Fig. 1: run 1, congestion heat map
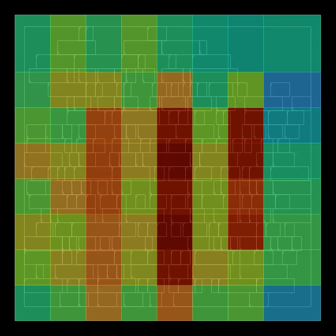
Fig. 2: run 1, gate-type map
(8 px per µm)
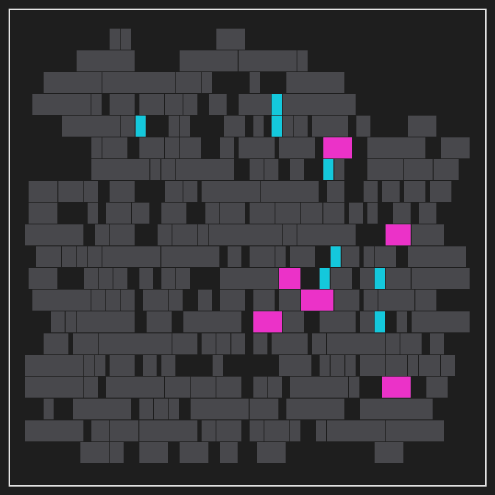
Fig. 3: run 1, signal wires on met3
(4 px per µm)
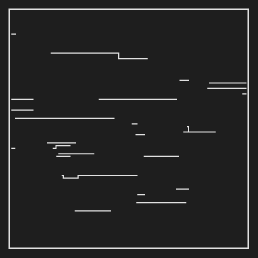
File: src/rtl/clk_ratio_det.sv
// rtl/clk_ratio_det.sv - divided-clock period detector reporting ratio, lock, change and timeout
// Optional expected-ratio compare (exp_ratio/o_mismatch) under `define CLK_RATIO_DET_CMP_EN.

module clk_ratio_det #(
    parameter int RATIO_WID = 8,
    parameter int LOCK_CNT  = 4
) (
    input  logic                 i_clk,
    input  logic                 rst,
    input  logic                 en,
    input  logic                 div_clk,
`ifdef CLK_RATIO_DET_CMP_EN
    input  logic [RATIO_WID-1:0] exp_ratio,
    output logic                 o_mismatch,
`endif
    output logic [RATIO_WID-1:0] o_ratio,
    output logic                 o_vld,
    output logic                 o_err,
    output logic                 o_ovf
);
    localparam int CW = RATIO_WID + 1;
    localparam logic [CW-1:0] CNT_TOP = {1'b1, {RATIO_WID{1'b0}}};
    localparam logic [CW-1:0] CNT_ONE = CW'(1);
    localparam logic [CW-1:0] CNT_SAT = CNT_TOP + CNT_ONE;
    localparam logic [3:0]    LOCK_V  = 4'(LOCK_CNT);

    typedef enum logic [1:0] {IDLE, SYNC, MEASURE, LOCKED} state_t;

    state_t               state_q, state_d;
    logic                 d1_q, d1_d;
    logic [CW-1:0]        cnt_q, cnt_d;
    logic [RATIO_WID-1:0] cand_q, cand_d;
    logic [3:0]           match_q, match_d;
    logic [RATIO_WID-1:0] ratio_q, ratio_d;
    logic                 vld_q, vld_d;
    logic                 err_q, err_d;
    logic                 ovf_q, ovf_d;
    logic                 rise;
    logic                 timeout;
    logic [RATIO_WID-1:0] p;

    assign rise    = div_clk & ~d1_q;
    assign p       = cnt_q[RATIO_WID-1:0];
    // A rise at cnt==2^W is a valid maximum period; only its absence times out.
    assign timeout = ~rise && (cnt_q == CNT_TOP);

    always_comb begin
        state_d = state_q;
        d1_d    = div_clk;
        cnt_d   = cnt_q;
        cand_d  = cand_q;
        match_d = match_q;
        ratio_d = ratio_q;
        vld_d   = vld_q;
        err_d   = 1'b0;
        ovf_d   = 1'b0;

        if (!en) begin
            state_d = IDLE;
            cnt_d   = '0;
            cand_d  = '0;
            match_d = '0;
            ratio_d = '0;
            vld_d   = 1'b0;
        end else begin
            if (rise) begin
                cnt_d = CNT_ONE;
            end else if (cnt_q != CNT_SAT) begin
                cnt_d = cnt_q + CNT_ONE;
            end

            unique case (state_q)
                IDLE: begin
                    cnt_d   = '0;
                    state_d = SYNC;
                end
                SYNC: begin
                    if (rise) begin
                        state_d = MEASURE;
                        match_d = '0;
                    end
                end
                MEASURE: begin
                    if (rise) begin
                        if (match_q == 4'd0 || p != cand_q) begin
                            cand_d  = p;
                            match_d = 4'd1;
                        end else begin
                            match_d = match_q + 4'd1;
                            if (match_q + 4'd1 == LOCK_V) begin
                                state_d = LOCKED;
                                vld_d   = 1'b1;
                                ratio_d = cand_q;
                            end
                        end
                    end else if (timeout) begin
                        state_d = SYNC;
                        ovf_d   = 1'b1;
                        vld_d   = 1'b0;
                        ratio_d = '0;
                    end
                end
                LOCKED: begin
                    if (rise) begin
                        if (p != ratio_q) begin
                            state_d = MEASURE;
                            err_d   = 1'b1;
                            vld_d   = 1'b0;
                            ratio_d = '0;
                            cand_d  = p;
                            match_d = 4'd1;
                        end
                    end else if (timeout) begin
                        state_d = SYNC;
                        ovf_d   = 1'b1;
                        vld_d   = 1'b0;
                        ratio_d = '0;
                    end
                end
                default: state_d = IDLE;
            endcase
        end
    end

    always_ff @(posedge i_clk) begin
        if (rst) begin
            state_q <= IDLE;
            d1_q    <= 1'b0;
            cnt_q   <= '0;
            cand_q  <= '0;
            match_q <= '0;
            ratio_q <= '0;
            vld_q   <= 1'b0;
            err_q   <= 1'b0;
            ovf_q   <= 1'b0;
        end else begin
            state_q <= state_d;
            d1_q    <= d1_d;
            cnt_q   <= cnt_d;
            cand_q  <= cand_d;
            match_q <= match_d;
            ratio_q <= ratio_d;
            vld_q   <= vld_d;
            err_q   <= err_d;
            ovf_q   <= ovf_d;
        end
    end

    assign o_ratio = ratio_q;
    assign o_vld   = vld_q;
    assign o_err   = err_q;
    assign o_ovf   = ovf_q;

`ifdef CLK_RATIO_DET_CMP_EN
    logic mis_q, mis_d;

    always_comb begin
        mis_d = en & vld_q & (ratio_q != exp_ratio);
    end

    always_ff @(posedge i_clk) begin
        if (rst) begin
            mis_q <= 1'b0;
        end else begin
            mis_q <= mis_d;
        end
    end

    assign o_mismatch = mis_q;
`endif

endmodule

File: config.mk
export PLATFORM = sky130hd
export DESIGN_NAME = clk_ratio_det
export DESIGN_NICKNAME = d
export VERILOG_FILES = /design/src/rtl/clk_ratio_det.sv
export SDC_FILE = /design/constraint.sdc
export NUM_CORES = 1
export LEC_CHECK = 0
export CAP_MARGIN = 30
export CORE_MARGIN = 1.5
export CORE_UTILIZATION = 57
export CTS_BUF_LIST = sky130_fd_sc_hd__clkbuf_16
export CTS_CLUSTER_SIZE = 25
export DETAILED_ROUTE_END_ITERATION = 12
export PLACE_DENSITY = 0.88
export SYNTH_ARGS = -nofsm -noshare
export SYNTH_HDL_FRONTEND = slang
export SYNTH_SLANG_ARGS = --single-unit
File: constraint.sdc
create_clock -name i_clk -period 2.9 [get_ports i_clk]
set_input_delay 0.58 -clock i_clk [delete_from_list [all_inputs] [get_ports i_clk]]
set_output_delay 0.58 -clock i_clk [all_outputs]
set_load 0.05 [all_outputs]
==> out/summary.txt, run 1 <==
Synth cell count leaders: dfxtp_1, a21oi_1, nand2_1
Min Tclk post-route: 2.36 ns
Hold EP: o_ratio[2]
Hold Crit Class: flop to flop
Fin Setup TNS: 0 ns
Internal Power: 0.810 mW
Die height: 59.4 µm
WL met2: 1.94 mm
Ys cells: 214
Slew Limit Fails: 0
Fill cells: 239
Design area: 0.00210 mm²
Period utilization: 0.814
Dominant kind of combinational cell: simple AND/OR/NAND/NOR gates
Flop count: 35
Worst Reg-to-Reg Cells: 6
Synth warn: 0
Slew HR: 0.345
Simple-Gate Fraction of Synth Area: 0.249
Core area: 0.00303 mm²
Synth Instances: 214
Hold-fix buffers, CTS: 0
Max Buffers Root-to-Sink: 2
Seq/total area: 0.333
Sequential-to-total area share from yosys stat: 0.386
YS chip area: 0.00181 mm²
Number of buffers and inverters on the critical path: 1
Clk power: 0.513 mW
Tool warnings: 29
Critical Path Source Type: flop
Vias/cell: 5.76
Diode count: 0
FF+latch count, synth: 35
RSZ-0062 raised after global routing: false
Top power group: clock
DP HPWL: 2.81 mm
DR top layer: met4
Crit path largest cell delay: 0.85 ns
Seq pwr: 0.486 mW
Sequential power share: 0.471
Switching Share: 0.215
Non-clk bufs: 17
Initial antenna violation count: 0
1st-iter DRT viols: 104
Crit path max fanout: 8
Crit path launch: match_q[0]
Endpoints failing setup: 0
Kind of critical path: flop to flop
Flop area: 701 µm²
Die ar.: 0.00353 mm²
CP endpoint kind: flop
Fin Hold WS: 0.492 ns
Layout Utilization: 0.695
Die X: 59.4 µm
Fmax: 0.424 GHz
Critical path's top delay family: AND-OR/OR-AND gates
Internal reg-to-reg setup slack: 0.54 ns
Max_cap viols: 0
Layout cells sized above 1: 0.0933
Adder Area Share: 0.0345
Cell Area, Synth: 0.00181 mm²
Clock Buffer Count: 5
R2r endpoint: cand_q[1]
Worst-Skew Late Latency: 0.28 ns
Leakage: 0.747 nW
Placed inst area: 0.00196 mm²
CP Cell Sequence: inv_1 -> ha_1 -> a2111o_1 -> o31ai_1 -> nand3_1 -> a21oi_1
Mean post-synth cell area: 8.47 µm²
GRT overflow: 0
Unique masters post-synth: 45
Compound Share, Synth: 0.160
Io pins: 15
Fin. Hold Viols: 0
WHS Path Cells: 2
Mux frac, synth: 0.00621
Clk cell area share: 0.0666
Vias in the first global route: 1468
Ranking of synthesized cells by area: dfxtp_1, xor2_1, a21oi_1
Max-area cell share: 0.386
Number of H-tree levels: 2
GPL Wtd Cong: 0.867
Area Overhead vs Synth: 16.0%
PnR worst setup slack: 0.540 ns
CP Data Required Time: 3.11 ns
Buffering overhead: 0.0773
Top Layout Cells: dfxtp_1, a21oi_1, nand2_1
Post-Route M1 WL: 1.82 mm
Pre-CTS setup slack: 0.488 ns
Post-synth EDFFs: 0
Synth area leader: dfxtp_1
First-pass GRT wire length: 6.87 mm
Cts bufs inserted: 5
Largest net degree at the start of global routing: 26
Worst slew pin tran: 0.974 ns
Main synth FF type: dfxtp_1
Resized Gates After CTS: 0
Post-CTS setup buffer count: 0
Ys async rst share: 0
Biggest register: cnt_q
Antenna Nets Post-Route: 0
XOR/XNOR Fraction of Synth Area: 0.106
Mapped Nets: 223
Clock slew at reported path FFs: 0.05 ns
CTS root buf: clkbuf_16
Run status: finished clean
DRT Pass-1 Iters: 4
DRC violations left: 0
Power Density: 491 mW/mm²
MI comb cells: 157
Switching Power: 0.222 mW
Clock network power share: 0.497
Final Skew: 0.00344 ns
Most common cell in the netlist: dfxtp_1
Tapcells: 44
Peak supply drop: 0.459 mV
# rows: 20
Wire length on met3: 193 µm
CP Capture Point: cand_q[1]
Total GRT Usage: 0.265
Floorplan utilization: 0.599
Combinational share of power: 0.032
WP depth: 6
Arrival time at the worst endpoint: 2.57 ns
P_comb: 0.0334 mW
Tot Pwr: 1.03 mW
Worst r2r src: match_q[0]
PortBufs: 14
CTS sink cnt: 35
Largest class: multi-input combinational cells
-- Fig. 1 (at the start) --
DR WL/cell: 15.1 µm
grt met2 use: 0.397
most used routing layer: met2
M1 GR Usage: 0.353

-- Fig. 2 (at the start) --
legend:
  cyan:
    family: inv cells
    cells: 8
  magenta:
    family: non-inverting ao/oa cells
    cells: 6
Comb/total area: 0.482
Finished Layout Cells: 269
commonest non-fill, non-tap cell in the layout: dfxtp_1

-- Fig. 3 (at the start) --
nets with wire on the layer: 15
share of all routed wire: 4.8%
main direction: horizontal
met3 Usage GRT: 0.0721
DR vias: 1550
total wire length: 4.06 mm

Fig. 4: run 1, cell sizes after repair
(8 px per µm)
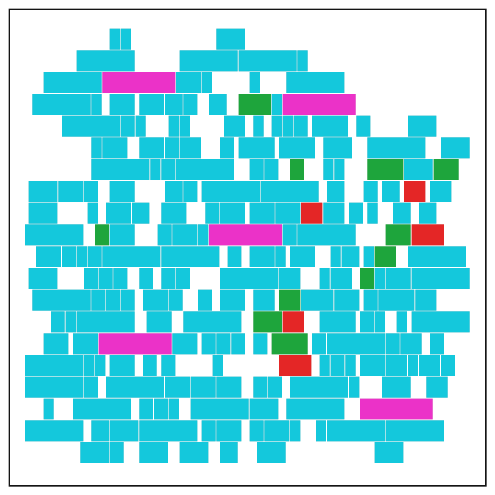

## Run 2: what changed since run 1
==> constraint.sdc (replaced) <==
create_clock -name i_clk -period 2.35 [get_ports i_clk]
set_input_delay 0.47 -clock i_clk [delete_from_list [all_inputs] [get_ports i_clk]]
set_output_delay 0.47 -clock i_clk [all_outputs]
set_load 0.05 [all_outputs]
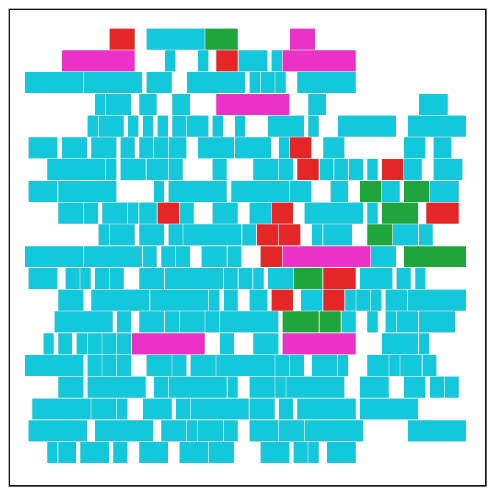
Fig. 5. Cell sizes after repair (run 2).
(8 px per µm)
legend:
  magenta:
    size: x6 and larger
    cells: 7
    share: 3.0%
  green:
    size: x2
    cells: 9
    share: 3.9%
  red:
    size: x3 and x4
    cells: 14
    share: 6.0%
  cyan:
    size: x1 and smaller
    cells: 203
    share: 87%

==> out/summary.txt, run 2 <==
Crit path largest cell delay: 0.55 ns (-0.30 ns)
Worst-Skew Late Latency: 0.28 ns (about the same)
Mux frac, synth: 0.00621 (unchanged)
Synth Instances: 214 (unchanged)
Leakage: 0.796 nW (+6.5%)
Clock slew at reported path FFs: 0.06 ns (about the same)
Worst Reg-to-Reg Cells: 6 (unchanged)
Comb/total area: 0.462 (-0.0206)
Placed inst area: 0.00202 mm² (+3.1%)
CTS root buf: clkbuf_16
Seq pwr: 0.600 mW (+23%)
Seq/total area: 0.319 (-0.0137)
Most common cell in the netlist: dfxtp_1
Ys cells: 214 (unchanged)
Largest net degree at the start of global routing: 26 (unchanged)
Initial antenna violation count: 0 (unchanged)
Hold EP: o_ratio[2]
Flop count: 35 (unchanged)
DRT Pass-1 Iters: 5 (+1)
Switching Power: 0.290 mW (+31%)
Slew HR: 0.607 (+0.262)
Post-synth EDFFs: 0 (unchanged)
Fin. Hold Viols: 0 (unchanged)
Internal reg-to-reg setup slack: 0.13 ns (-0.41 ns)
Ys async rst share: 0 (unchanged)
Vias/cell: 5.75 (-0.13%)
CTS sink cnt: 35 (unchanged)
Synth cell count leaders: dfxtp_1, a21oi_1, nand2_1
1st-iter DRT viols: 61 (-41%)
Total wire length: 4.06 mm (about the same)
Tool warnings: 29 (unchanged)
Number of buffers and inverters on the critical path: 1 (unchanged)
Clk power: 0.769 mW (+50%)
Max_cap viols: 0 (unchanged)
Fmax: 0.451 GHz (+6.4%)
Unique masters post-synth: 45 (unchanged)
FF+latch count, synth: 35 (unchanged)
Sequential power share: 0.425 (-0.046)
Clock Buffer Count: 5 (unchanged)
Logic inverters: 8
Adder Area Share: 0.0345 (unchanged)
Peak supply drop: 0.566 mV (+23%)
Synth area leader: dfxtp_1
MI comb cells: 157 (unchanged)
Max-area cell share: 0.386 (unchanged)
Run status: finished clean
Crit path max fanout: 4 (-4)
Die ar.: 0.00353 mm² (unchanged)
Tot Pwr: 1.41 mW (+37%)
Critical Path Source Type: flop
Switching Share: 0.206 (-0.00929)
Slew Limit Fails: 0 (unchanged)
Simple-Gate Fraction of Synth Area: 0.249 (unchanged)
Layout Utilization: 0.726 (+0.0310)
DRC violations left: 0 (unchanged)
DR WL/cell: 14.7 µm (-2.8%)
Cts bufs inserted: 5 (unchanged)
Grt met2 use: 0.447 (+0.0502)
CP Cell Sequence: inv_1 -> ha_1 -> a2111o_1 -> or4_4 -> or4_1 -> o31ai_1
Post-Route M1 WL: 1.68 mm (-7.9%)
Cells after DPL: 269
Main synth FF type: dfxtp_1
Internal Power: 1.12 mW (+38%)
Endpoints failing setup: 0 (unchanged)
Number of H-tree levels: 2 (unchanged)
# rows: 20 (unchanged)
Clock network power share: 0.545 (+0.048)
Floorplan utilization: 0.599 (unchanged)
Io pins: 15 (unchanged)
Arrival time at the worst endpoint: 2.42 ns (-0.15 ns)
Top power group: clock
WL met2: 2.00 mm (+3.2%)
GPL Wtd Cong: 0.819 (-5.5%)
Tapcells: 44 (unchanged)
Antenna Nets Post-Route: 0 (unchanged)
R2r endpoint: match_q[1]
Mapped Nets: 223 (unchanged)
Wire length on met3: 257 µm (+33%)
Compound Share, Synth: 0.160 (unchanged)
Core area: 0.00303 mm² (unchanged)
Area Overhead vs Synth: 21.2%
Non-clk bufs: 25 (+8)
Most used routing layer: met2
Commonest non-fill, non-tap cell in the layout: dfxtp_1
GRT overflow: 0 (unchanged)
Final Skew: 0.00589 ns (+0.00246 ns)
Clk cell area share: 0.0786 (+0.0120)
P_comb: 0.0413 mW (+24%)
Max stage delay cell, worst path: or4_4
Post-CTS setup buffer count: 0 (unchanged)
Total GRT Usage: 0.258 (-0.00672)
Pre-CTS setup slack: 0.0990 ns (-0.389 ns)
Period utilization: 0.944 (+0.130)
Critical path's top delay family: simple AND/OR/NAND/NOR gates
WP depth: 6 (unchanged)
Design area: 0.00220 mm² (+4.5%)
Top Layout Cells: dfxtp_1, a21oi_1, nand2_1
First-pass GRT wire length: 6.78 mm (-1.3%)
M1 GR Usage: 0.285 (-0.0680)
Dominant kind of combinational cell: simple AND/OR/NAND/NOR gates
PortBufs: 14 (unchanged)
Fill cells: 234 (-2.1%)
Sequential-to-total area share from yosys stat: 0.386 (unchanged)
CP Data Required Time: 2.55 ns (-0.56 ns)
Layout cells sized above 1: 0.129 (+0.0354)
Kind of critical path: flop to flop
Synth warn: 0 (unchanged)
Diode count: 0 (unchanged)
Crit path launch: match_q[0]
Fin Hold WS: 0.495 ns (+0.00383 ns)
Die X: 59.4 µm (unchanged)
Hold-fix buffers, CTS: 0 (unchanged)
WHS Path Cells: 2 (unchanged)
Die height: 59.4 µm (unchanged)
Worst r2r src: match_q[0]
Finished Layout Cells: 277 (+3.0%)
Fin Setup TNS: 0 ns (unchanged)
Largest class: multi-input combinational cells
RSZ-0062 raised after global routing: false
Hold Crit Class: flop to flop
Power Density: 642 mW/mm² (+31%)
Cell Area, Synth: 0.00181 mm² (unchanged)
Buffering overhead: 0.101 (+0.0240)
Max Buffers Root-to-Sink: 2 (unchanged)
CP endpoint kind: flop
DP HPWL: 2.80 mm (-0.59%)
Biggest register: cnt_q
Mean post-synth cell area: 8.47 µm² (unchanged)
DR vias: 1594 (+2.8%)
YS chip area: 0.00181 mm² (unchanged)
Resized Gates After CTS: 0 (unchanged)
CP Capture Point: match_q[1]
Worst slew pin tran: 0.589 ns (-0.385 ns)
Met3 Usage GRT: 0.0808 (+0.00873)
Flop area: 702 µm² (+0.18%)
Ranking of synthesized cells by area: dfxtp_1, xor2_1, a21oi_1
PnR worst setup slack: 0.132 ns (-0.408 ns)
Vias in the first global route: 1558 (+6.1%)
XOR/XNOR Fraction of Synth Area: 0.106 (unchanged)
## Run 3: what changed since run 2
--- a/config.mk
+++ b/config.mk
@@ -12,6 +12,7 @@
 export CTS_CLUSTER_SIZE = 25
 export DETAILED_ROUTE_END_ITERATION = 12
 export PLACE_DENSITY = 0.88
+export RECOVER_POWER = 50
 export SYNTH_ARGS = -nofsm -noshare
 export SYNTH_HDL_FRONTEND = slang
 export SYNTH_SLANG_ARGS = --single-unit
==> constraint.sdc (replaced) <==
create_clock -name i_clk -period 2.5 [get_ports i_clk]
set_input_delay 0.5 -clock i_clk [delete_from_list [all_inputs] [get_ports i_clk]]
set_output_delay 0.5 -clock i_clk [all_outputs]
set_load 0.05 [all_outputs]
==> out/summary.txt, run 3 <==
Grt met2 use: 0.413 (-0.0345)
Synth Instances: 214 (unchanged)
Ys cells: 214 (unchanged)
Logic inverters: 8 (unchanged)
RSZ-0062 raised after global routing: false
Clock Buffer Count: 5 (unchanged)
Initial antenna violation count: 0 (unchanged)
Kind of critical path: flop to flop
XOR/XNOR Fraction of Synth Area: 0.106 (unchanged)
Clk cell area share: 0.0639 (-0.0147)
GRT overflow: 0 (unchanged)
Biggest register: cnt_q
# rows: 20 (unchanged)
Seq/total area: 0.328 (+0.00878)
Tot Pwr: 1.17 mW (-17%)
Commonest non-fill, non-tap cell in the layout: dfxtp_1
FF+latch count, synth: 35 (unchanged)
Fmax: 0.421 GHz (-6.6%)
Tapcells: 44 (unchanged)
P_comb: 0.0377 mW (-8.7%)
Fill cells: 254 (+8.5%)
Die height: 59.4 µm (unchanged)
WL met2: 1.98 mm (-0.90%)
First-pass GRT wire length: 6.62 mm (-2.4%)
Synth warn: 0 (unchanged)
1st-iter DRT viols: 63 (+3.3%)
Layout cells sized above 1: 0.0957 (-0.0331)
Total GRT Usage: 0.253 (-0.00533)
Vias/cell: 5.84 (+1.4%)
Hold EP: o_ratio[4]
Hold-fix buffers, CTS: 0 (unchanged)
Vias in the first global route: 1406 (-9.8%)
Comb/total area: 0.478 (+0.0159)
Hold Crit Class: flop to flop
Number of buffers and inverters on the critical path: 1 (unchanged)
Fin Setup TNS: 0 ns (unchanged)
Most common cell in the netlist: dfxtp_1
Tool warnings: 29 (unchanged)
DRT Pass-1 Iters: 4 (-1)
Fin. Hold Viols: 0 (unchanged)
Worst Reg-to-Reg Cells: 6 (unchanged)
Clock slew at reported path FFs: 0.05 ns (about the same)
Flop area: 701 µm² (-0.18%)
Critical path's top delay family: simple AND/OR/NAND/NOR gates
Max-area cell share: 0.386 (unchanged)
Top Layout Cells: dfxtp_1, a21oi_1, nand2_1
Dominant kind of combinational cell: simple AND/OR/NAND/NOR gates
Slew HR: 0.607 (-0.000664)
GPL Wtd Cong: 0.801 (-2.2%)
Crit path max fanout: 5 (+1)
Ranking of synthesized cells by area: dfxtp_1, xor2_1, a21oi_1
Max Buffers Root-to-Sink: 2 (unchanged)
Largest class: multi-input combinational cells
Largest net degree at the start of global routing: 26 (unchanged)
Core area: 0.00303 mm² (unchanged)
Area Overhead vs Synth: 17.7%
Adder Area Share: 0.0345 (unchanged)
Flop count: 35 (unchanged)
Mapped Nets: 223 (unchanged)
Critical Path Source Type: flop
Synth area leader: dfxtp_1
CP Capture Point: match_q[1]
Wire length on met3: 141 µm (-45%)
Simple-Gate Fraction of Synth Area: 0.249 (unchanged)
Main synth FF type: dfxtp_1
PnR worst setup slack: 0.126 ns (-0.00589 ns)
Max_cap viols: 0 (unchanged)
Worst r2r src: match_q[0]
Diode count: 0 (unchanged)
Fin Hold WS: 0.491 ns (-0.00473 ns)
Die X: 59.4 µm (unchanged)
M1 GR Usage: 0.322 (+0.0371)
Internal Power: 0.935 mW (-17%)
CP Cell Sequence: inv_1 -> ha_1 -> a2111o_1 -> or4_4 -> or4_1 -> o31ai_1
Ys async rst share: 0 (unchanged)
CTS root buf: clkbuf_16
Unique masters post-synth: 45 (unchanged)
Io pins: 15 (unchanged)
Switching Power: 0.240 mW (-17%)
Max stage delay cell, worst path: or4_4
CP endpoint kind: flop
DRC violations left: 0 (unchanged)
PortBufs: 14 (unchanged)
Floorplan utilization: 0.599 (unchanged)
DP HPWL: 2.72 mm (-2.6%)
Crit path largest cell delay: 0.56 ns (about the same)
Run status: finished clean
Compound Share, Synth: 0.160 (unchanged)
Sequential-to-total area share from yosys stat: 0.386 (unchanged)
Peak supply drop: 0.492 mV (-13%)
Buffering overhead: 0.0903 (-0.0111)
WHS Path Cells: 2 (unchanged)
Endpoints failing setup: 0 (unchanged)
Top power group: clock
Pre-CTS setup slack: 0.145 ns (+0.0462 ns)
Clk power: 0.572 mW (-26%)
Cells after DPL: 266 (-1.1%)
Post-Route M1 WL: 1.80 mm (+6.9%)
Cts bufs inserted: 5 (unchanged)
Arrival time at the worst endpoint: 2.56 ns (+0.14 ns)
CTS sink cnt: 35 (unchanged)
WP depth: 6 (unchanged)
DR WL/cell: 14.5 µm (-0.85%)
Mux frac, synth: 0.00621 (unchanged)
Placed inst area: 0.00200 mm² (-1.1%)
Number of H-tree levels: 2 (unchanged)
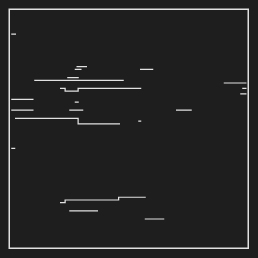
Fig. 6. Signal wires on met3 (run 3).
(4 px per µm)
share of all routed wire: 3.6%
wire length on this layer: 142 µm
nets with wire on the layer: 14
longest straight run: 22.1 µm
main direction: horizontal
total wire length: 3.98 mm
met3 Usage GRT: 0.0655
DR vias: 1599

Power is estimated from default activity; no workload was simulated.
